[src/rtl/imem_boot_loader.sv]
// Boot loader: streams a program image into instr_mem and sequences the core reset
// around the load (hold in reset while loading, release after a fixed hold time).
module imem_boot_loader #(
    parameter int DATA_WIDTH        = 32,
    parameter int ADDR_WIDTH        = 12,
    parameter int MAX_WORDS         = 256,
    parameter int BASE_ADDR         = 0,
    parameter int RESET_HOLD_CYCLES = 3
) (
    input  logic                             i_clk,
    input  logic                             i_reset_n,
    input  logic                             i_start,
    input  logic [$clog2(MAX_WORDS+1)-1:0]   i_word_count,
    input  logic                             i_s_valid,
    input  logic [DATA_WIDTH-1:0]            i_s_data,
    output logic                             o_s_ready,
    output logic                             o_mem_we,
    output logic [ADDR_WIDTH-1:0]            o_mem_addr,
    output logic [DATA_WIDTH-1:0]            o_mem_wdata,
    output logic                             o_cpu_reset_n,
    output logic                             o_busy,
    output logic                             o_done,
    output logic                             o_error
);

    localparam int CNT_W  = $clog2(MAX_WORDS + 1);
    localparam int STRIDE = DATA_WIDTH / 8;
    localparam int HOLD_W = (RESET_HOLD_CYCLES > 1) ? $clog2(RESET_HOLD_CYCLES) : 1;
    localparam logic [ADDR_WIDTH-1:0] BASE     = ADDR_WIDTH'(BASE_ADDR);
    localparam logic [ADDR_WIDTH-1:0] STEP     = ADDR_WIDTH'(STRIDE);
    localparam logic [HOLD_W-1:0]     HOLD_END = HOLD_W'(RESET_HOLD_CYCLES - 1);

    generate
        if (longint'(BASE_ADDR) + longint'(MAX_WORDS) * longint'(STRIDE)
                > (longint'(1) << ADDR_WIDTH)) begin : g_range_check
            $fatal(1, "imem_boot_loader: image does not fit in ADDR_WIDTH address space");
        end
        if ((BASE_ADDR % STRIDE) != 0) begin : g_align_check
            $fatal(1, "imem_boot_loader: BASE_ADDR is not word aligned");
        end
        if (RESET_HOLD_CYCLES < 1) begin : g_hold_check
            $fatal(1, "imem_boot_loader: RESET_HOLD_CYCLES must be >= 1");
        end
    endgenerate

    typedef enum logic [1:0] {IDLE, LOAD, HOLD, RUN} state_t;

    state_t                  state;
    logic [CNT_W-1:0]        remaining;
    logic [HOLD_W-1:0]       hold_cnt;
    logic [ADDR_WIDTH-1:0]   next_addr;
    logic                    vld_p1;
    logic [ADDR_WIDTH-1:0]   addr_p1;
    logic [DATA_WIDTH-1:0]   wdata_p1;
    logic                    cpu_run;
    logic                    error_q;
    logic                    count_bad;

    assign count_bad = (i_word_count > CNT_W'(MAX_WORDS));

    always_ff @(posedge i_clk or negedge i_reset_n) begin
        if (!i_reset_n) begin
            state     <= IDLE;
            remaining <= '0;
            hold_cnt  <= '0;
            next_addr <= BASE;
            vld_p1    <= 1'b0;
            addr_p1   <= BASE;
            wdata_p1  <= '0;
            cpu_run   <= 1'b0;
            error_q   <= 1'b0;
        end else begin
            vld_p1 <= 1'b0;
            case (state)
                // IDLE and RUN share start handling; an illegal count never disturbs a running core.
                IDLE, RUN: begin
                    if (i_start) begin
                        if (count_bad) begin
                            error_q <= 1'b1;
                        end else begin
                            error_q   <= 1'b0;
                            cpu_run   <= 1'b0;
                            next_addr <= BASE;
                            hold_cnt  <= '0;
                            remaining <= i_word_count;
                            state     <= (i_word_count == '0) ? HOLD : LOAD;
                        end
                    end
                end
                // Accepted beat -> write stage one cycle later
                LOAD: begin
                    if (i_s_valid) begin
                        vld_p1    <= 1'b1;
                        addr_p1   <= next_addr;
                        wdata_p1  <= i_s_data;
                        next_addr <= next_addr + STEP;
                        remaining <= remaining - CNT_W'(1);
                        if (remaining == CNT_W'(1)) begin
                            state <= HOLD;
                        end
                    end
                end
                HOLD: begin
                    if (hold_cnt == HOLD_END) begin
                        state   <= RUN;
                        cpu_run <= 1'b1;
                    end else begin
                        hold_cnt <= hold_cnt + HOLD_W'(1);
                    end
                end
                default: state <= IDLE;
            endcase
        end
    end

    assign o_s_ready     = (state == LOAD);
    assign o_busy        = (state == LOAD) || (state == HOLD);
    assign o_done        = (state == RUN);
    assign o_mem_we      = vld_p1;
    assign o_mem_addr    = addr_p1;
    assign o_mem_wdata   = wdata_p1;
    assign o_cpu_reset_n = cpu_run;
    assign o_error       = error_q;

endmodule

[config.mk]
export PLATFORM = sky130hd
export DESIGN_NAME = imem_boot_loader
export DESIGN_NICKNAME = d
export VERILOG_FILES = /design/src/rtl/imem_boot_loader.sv
export SDC_FILE = /design/constraint.sdc
export NUM_CORES = 1
export LEC_CHECK = 0
export CAP_MARGIN = 10
export CORE_MARGIN = 1.5
export CORE_UTILIZATION = 40
export DETAILED_ROUTE_END_ITERATION = 10
export DONT_BUFFER_PORTS = 1
export SLEW_MARGIN = 40
export SYNTH_ARGS = -nofsm -noshare
export SYNTH_HDL_FRONTEND = slang
export SYNTH_SLANG_ARGS = --single-unit
[constraint.sdc]
create_clock -name i_clk -period 2.3 [get_ports i_clk]
set_input_delay 0.575 -clock i_clk [delete_from_list [all_inputs] [get_ports i_clk]]
set_output_delay 0.575 -clock i_clk [all_outputs]
set_load 0.02 [all_outputs]
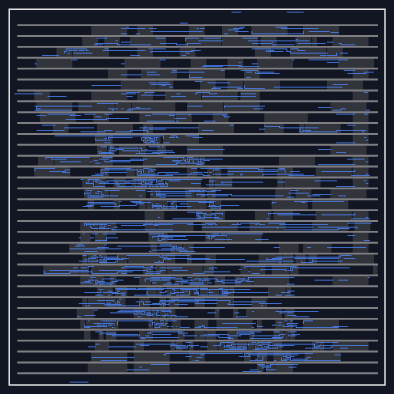
(run_1/m1.png)
Drawn at 4 px/micron. Supply wires on this layer in grey. Cells faint in the background.
nets with wire on the layer: 300
wire length on this layer: 3020 microns
longest straight run: 27.6 microns

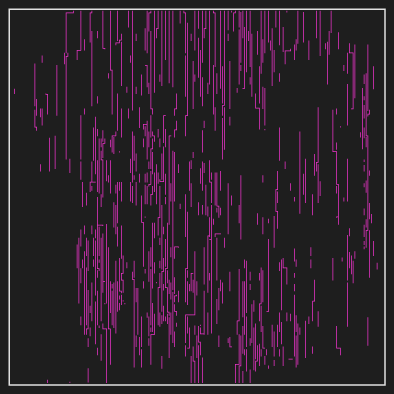
(run_1/m2.png)
Drawn at 4 px/micron.
share of all routed wire: 48%
main direction: vertical
longest straight run: 34.7 microns

==> results_slide.txt, run 1 <==
Key Metrics from the Run

Clock tree
  • Clock buffer count from CTS: 9
  • TritonCTS clock tree: built
  • Insertion Delay late pin: 0.34 ns
  • Clock Tree Buf Depth: 2
  • Buffer type at the clock tree root: sky130_fd_sc_hd__clkbuf_8

Global routing
  • All-Layer GR Usage: 16.3%
  • Overflow after GRT: 0
  • Largest net degree at the start of global routing: 69
  • Wire length of the first global-routing pass: 11200 microns
  • Vias in the first global route: 2235

Layout
  • Summed area of non-filler cells in the final layout: 3690 sq um
  • Syn-to-layout area delta: 12.6%
  • Antenna Cells: 0
  • Final core area utilization: 47.1%

Routing
  • Detailed-routed wire length on met2: 3330 microns
  • Number of vias per cell: 5.65
  • WL met3: 417 microns
  • Drt drc: 0
  • WL per Instance: 17.1 microns
  • Wire length after detailed routing: 6890 microns
  • Total iterations of the first detailed-routing run: 4
  • Metal1 wirelength: 3020 microns

Synth
  • Cell area after technology mapping: 3280 sq um
  • Dominant cell area share: 51.9%
  • Largest area contributor in the netlist: sky130_fd_sc_hd__dfrtp_1
  • Top area cells in the synthesized netlist: sky130_fd_sc_hd__dfrtp_1, sky130_fd_sc_hd__mux2_2, sky130_fd_sc_hd__o21ai_0
  • Synthesis Warnings: 0
  • Cells in synth_stat.txt: 285
  • Number of instances in the synthesized netlist: 285
  • Post-synthesis chip area from yosys: 3280 sq um
  • Share of flip-flops with an asynchronous set or reset: 100%
  • Post-synth cell types: 46

Place
  • Final weighted congestion of routability-driven global placement: 0.779
  • Placed wire-length estimate: 4680 microns
  • Area after DPL: 3450 sq um
  • Cell count after placement: 387

Worst setup path
  • Delay of the slowest cell on the worst path: 0.40 ns
  • R2R depth: 7
  • Critical-path top delay cell: sky130_fd_sc_hd__dfrtp_1
  • Crit-path cells: inv_1, ha_1, or2_2, o211ai_1, or2_1, buf_4, o221ai_1
  • Crit Path Category: flip-flop to flip-flop
  • Start of the worst register-to-register path: state[0]
  • Destination of the worst register-to-register timing path: next_addr[7]
  • Top Family by Delay on Critical Path: simple AND/OR/NAND/NOR gates

Hold path
  • Worst min-delay path category: input port to async pin

Die
  • Area of the die: 8750 sq um
  • Die height: 93.5 microns
  • FP Rows: 32
  • Core utilization at floorplan: 41.8%

Power
  • Maximum VDD drop: 0.458 mV
  • Cell-internal power: 0.00334 W
  • Sequential share of power: 44.8%
  • Power density over the cells: 1580 nW/um^2
  • Psw: 0.00248 W
  • Combinational Power Share: 36.7%

Run
  • Max-cap violations: 0
  • Log Warnings: 29

STA
  • Final count of hold timing violations: 0
  • Post-Route Setup TNS: 0 ns
  • Post-layout min period: 2.05 ns
  • RSZ-0062 raised after global routing: no
  • Number of setup violations in the final report: 0
  • FMAX: 488 MHz

Outcome
  • Outcome: finished, final reports clean
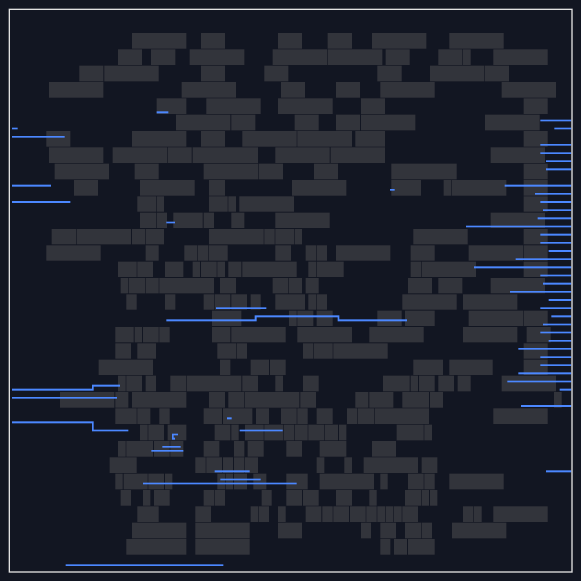
(run_1/m3.png)
Drawn at 6 px/micron. Cells faint in the background.
nets with wire on the layer: 50
share of all routed wire: 6.1%
wire length on this layer: 418 microns
main direction: horizontal

==> run 1: area by class of cell <==
type	instances	area, sq um	share of cell area, %
Clock buffer	9	124	3.35
Inverter	11	41.3	1.12
Multi-Input combinational cell	190	1450	39.2
Timing Repair Buffer	17	160	4.34
Sequential cell	68	1700	46.1
Tap cell	102	128	3.46
Clock inverter	6	88.8	2.41
==> run 1: placed cells by master (no fill, tap or decap), types with 6 or more instances in the layout <==
| master | instances |
|---|---|
| sky130_fd_sc_hd__nand3b_1 | 8 |
| sky130_fd_sc_hd__clkbuf_8 | 9 |
| sky130_fd_sc_hd__buf_4 | 15 |
| sky130_fd_sc_hd__nand2_1 | 21 |
| sky130_fd_sc_hd__dfrtp_1 | 68 |
| sky130_fd_sc_hd__mux2_2 | 44 |
| sky130_fd_sc_hd__nor3_1 | 6 |
| sky130_fd_sc_hd__o21ai_0 | 18 |
| sky130_fd_sc_hd__ha_1 | 7 |
| sky130_fd_sc_hd__o211ai_1 | 10 |
| sky130_fd_sc_hd__inv_1 | 10 |
| sky130_fd_sc_hd__and3_1 | 6 |
==> run 1: power groups by stage <==
stage | Combinational (W) | Sequential (W) | Clock, W
floorplan | 0.00167 | 0.00250 | 0
global placement | 0.00207 | 0.00263 | 0
detailed placement | 0.00212 | 0.00264 | 0
CTS | 0.00216 | 0.00262 | 0.00111
global route | 0.00238 | 0.00269 | 0.00116
finish | 0.00214 | 0.00261 | 0.00107
==> run 1: through the flow <==
step	power, W	hold WS [ns]
final	0.00583	0.102
after global routing	0.00623	0.117
after CTS	0.00589	0.115
after detailed placement	0.00476	0.282
after global placement	0.00469	0.282
after floorplan	0.00417	0.279
==> run 1: state kept, by name, summed over array words and instances, names as in the netlist <==
| register | flops |
|---|---|
| o_mem_wdata | 32 |
| next_addr | 10 |
| o_mem_addr | 10 |
| remaining | 9 |
| hold_cnt | 2 |
| state | 2 |
| o_cpu_reset_n | 1 |
| o_error | 1 |
| o_mem_we | 1 |
==> run 1: what timing repair did <==
| item | in CTS | in global routing |
|---|---|---|
| hold endpoints to repair | 68 | 0 |
| setup endpoints to repair | 0 | 0 |
| resized | 0 | 0 |
| hold buffers | 1 | 0 |
==> run 1: cells by family (layout without fill, tap and decap cells) <==
logic type / Yosys count / after routing / synth area share (%)
DFF: 68 / 68 / 51.9
buffers and inverters: 28 / 43 / 4.12
AOI/OAI and AO/OA: 59 / 59 / 12.2
and+or+nand+nor: 77 / 77 / 13.6
other: 1 / 2 / 0.114
adders and majority gates: 7 / 7 / 2.67
muxes: 45 / 45 / 15.4
==> run 1: worst max-delay path by stage <==
stage / depth (start not counted) / slack [ns] / startpoint / to
after floorplan: 5 / 0.03 / i_word_count[3] / state[0]
after global placement: 5 / 0.04 / i_word_count[3] / next_addr[4]
after detailed placement: 5 / 0.02 / i_word_count[3] / next_addr[4]
after CTS: 4 / 0.25 / state[0] / o_busy
after global routing: 7 / 0.09 / state[0] / next_addr[6]
final: 7 / 0.25 / state[0] / next_addr[7]
==> run 1: per-layer routing <==
metal	global-route usage, %	vias up
li1	-	1074
met1	21.1	1128
met2	26.0	66
met3	3.82	9
met4	7.46	0
met5	0	-
==> run_1/congestion_map.png <==
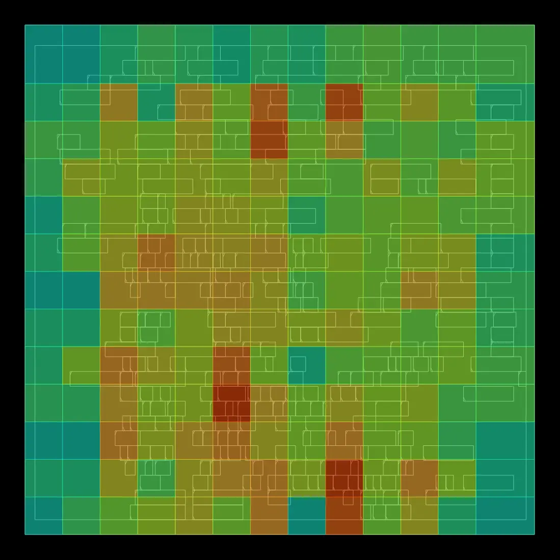

## Run 2: what changed since run 1
- ABC_CLOCK_PERIOD_IN_PS: unset -> 1700
- clock period: 2.3 -> 1.7 ns (I/O delays scaled with it)
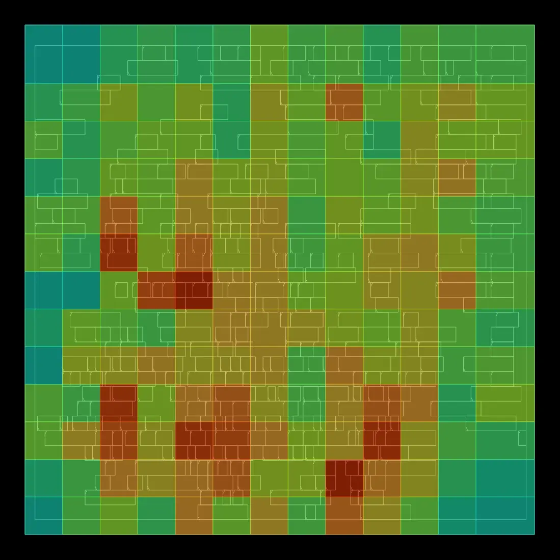
(run_2/congestion_map.png)
GR Layer Usage met2: 29.4%
WL per Instance: 17.2 microns
global-route met1 utilization: 22.2%
final core area utilization: 53.6%

==> results_slide.txt, run 2 <==
Key Metrics from the Run

Outcome
  • Outcome: finished, violations left
  • Failing checks: hold timing, setup timing

Layout
  • Most used cells in the layout excluding fill and tap cells: sky130_fd_sc_hd__dfrtp_1, sky130_fd_sc_hd__mux2_2, sky130_fd_sc_hd__buf_4
  • Syn-to-layout area delta: 28.3%
  • Antenna Cells: 0
  • Summed area of non-filler cells in the final layout: 4210 sq um
  • Number of flip-flops under the largest register name: 32
  • Most numerous logic cell after layout: sky130_fd_sc_hd__dfrtp_1

Routing
  • Wire length after detailed routing: 7620 microns
  • Total iterations of the first detailed-routing run: 4
  • Number of vias per cell: 5.67
  • Drt drc: 0

Clock tree
  • Clock Tree Buf Depth: 2
  • Buffer type at the clock tree root: sky130_fd_sc_hd__clkbuf_8
  • TritonCTS clock tree: built
  • Clock buffer count from CTS: 9

Worst setup path
  • Start of the worst register-to-register path: state[1]
  • Destination of the worst register-to-register timing path: next_addr[4]
  • Crit-path cells: ha_4, or2_4, o211ai_1, buf_4, or4_1, o211ai_1
  • Crit Path Category: flip-flop to flip-flop
  • R2R depth: 6
  • Delay of the slowest cell on the worst path: 0.46 ns
  • Critical-path top delay cell: sky130_fd_sc_hd__or4_1
  • Levels on crit path: 6
  • Top Family by Delay on Critical Path: simple AND/OR/NAND/NOR gates

Power
  • Psw: 0.00395 W
  • Sequential share of power: 36.8%
  • Combinational Power Share: 48.3%
  • Cell-internal power: 0.00548 W
  • Maximum VDD drop: 0.845 mV
  • Power density over the cells: 2240 nW/um^2

STA
  • Post-layout min period: 1.87 ns
  • Post-Route Setup TNS: -1.66 ns
  • Number of setup violations in the final report: 20
  • FMAX: 535 MHz
  • RSZ-0062 raised after global routing: yes
  • Final worst setup slack: -0.168 ns
  • Final count of hold timing violations: 68
  • Worst Hold Slack: -0.245 ns

Synth
  • Number of instances in the synthesized netlist: 285
  • Post-synthesis chip area from yosys: 3280 sq um
  • Mux frac, synth: 15.4%
  • Top area cells in the synthesized netlist: sky130_fd_sc_hd__dfrtp_1, sky130_fd_sc_hd__mux2_2, sky130_fd_sc_hd__o21ai_0
  • Basic-gate share of the synthesized area counting and, or, nand and nor cells: 13.6%
  • Xor and xnor fraction of the mapped netlist area: 0%
  • Cell area after technology mapping: 3280 sq um
  • Complex Gates by Area: 12.2%
  • Synthesis Warnings: 0
  • Fraction of the mapped netlist area in adder cells: 2.67%

Place
  • Area after DPL: 3710 sq um
  • Final weighted congestion of routability-driven global placement: 0.817
  • Cell count after placement: 415
  • Placed wire-length estimate: 5030 microns

Die
  • Area of the core: 7850 sq um
  • Die height: 93.5 microns
  • Core utilization at floorplan: 41.8%
  • FP Rows: 32

Global routing
  • Most congested layer reported by global routing: met2
  • Wire length of the first global-routing pass: 12100 microns
  • GR met3 Demand/Resource: 4.72%
  • Largest net degree at the start of global routing: 69
  • All-Layer GR Usage: 18.0%
  • Overflow after GRT: 0

Run
  • Max-cap violations: 0
  • Log Warnings: 34
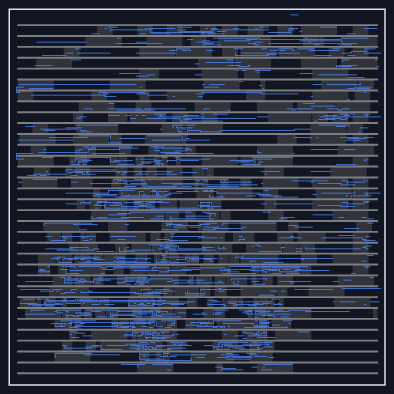
(run_2/m1.png)
Drawn at 4 px/micron. Supply wires on this layer in grey. Cells faint in the background.
share of all routed wire: 44%
nets with wire on the layer: 340
longest straight run: 36.8 microns

-- run 2: how the worst max path moves through the flow --
| stage | startpoint | to | slack [ns] |
|---|---|---|---|
| 2_1_floorplan | i_word_count[4] | remaining[4] | -0.32 |
| 3_3_place_gp | i_word_count[4] | next_addr[11] | -0.34 |
| 3_5_place_dp | i_word_count[3] | next_addr[11] | -0.35 |
| 4_1_cts | state[0] | state[1] | -0.15 |
| 5_1_grt | state[1] | remaining[2] | -0.24 |
| 6_report | state[1] | next_addr[4] | -0.17 |
-- run 2: power groups by stage --
stage / combinational, W / sequential, W / clock [W]
global placement: 0.00352 / 0.00347 / 0
global route: 0.00492 / 0.00358 / 0.00152
finish: 0.00455 / 0.00347 / 0.00141
floorplan: 0.00244 / 0.00338 / 0
CTS: 0.00414 / 0.00347 / 0.00145
detailed placement: 0.00358 / 0.00350 / 0
-- run 2: area by class of cell --
type                       instances  area [sq um]
fill                             703          3640
sequential                        68          1700
multi-input combinational        190          1630
timing repair buffer              55           497
tap                              102           128
clock buffer                       9           124
clock inverter                     7          83.8
inverter                          11          43.8
-- run 2: repair_timing --
action / 4_1_cts / 5_1_grt
hold endpoints to repair: 68 / 68
buffers inserted: 6 / 4
endpoints found under the setup margin: 22 / 56
pin swaps: 3 / 7
gates cloned: 2 / 1
gates resized: 22 / 29
-- run 2: per-layer routing --
metal / up-vias / wire (microns)
met1: 1249 / 3390
met2: 90 / 3610
met5: - / 0
met4: 0 / 150
met3: 13 / 471
li1: 1156 / -
-- run 2: kinds of logic after synthesis --
logic type               after synthesis
AND/OR/NAND/NOR                       77
flip-flops                            68
other                                  1
AND-OR/OR-AND                         59
multiplexers                          45
adder cells (fa/ha/maj)                7
buffers and inverters                 28
-- run 2: worst register-to-register path: cells and delay by family, from the launching register on --
kind | cells | cell delay, ns
AND-OR/OR-AND | 2 | 0.27
adder cells (fa/ha/maj) | 1 | 0.29
buffers and inverters | 1 | 0.22
flip-flops | 1 | 0.45
AND/OR/NAND/NOR | 2 | 0.56
-- run 2: metrics by stage --
stage	total power [W]	hold WS (ns)
6_report	0.00943	-0.245
5_1_grt	0.0100	-0.268
4_1_cts	0.00906	-0.265
3_5_place_dp	0.00708	0.132
3_3_place_gp	0.00699	0.132
2_1_floorplan	0.00582	0.129
Power and IR drop assume default switching activity.
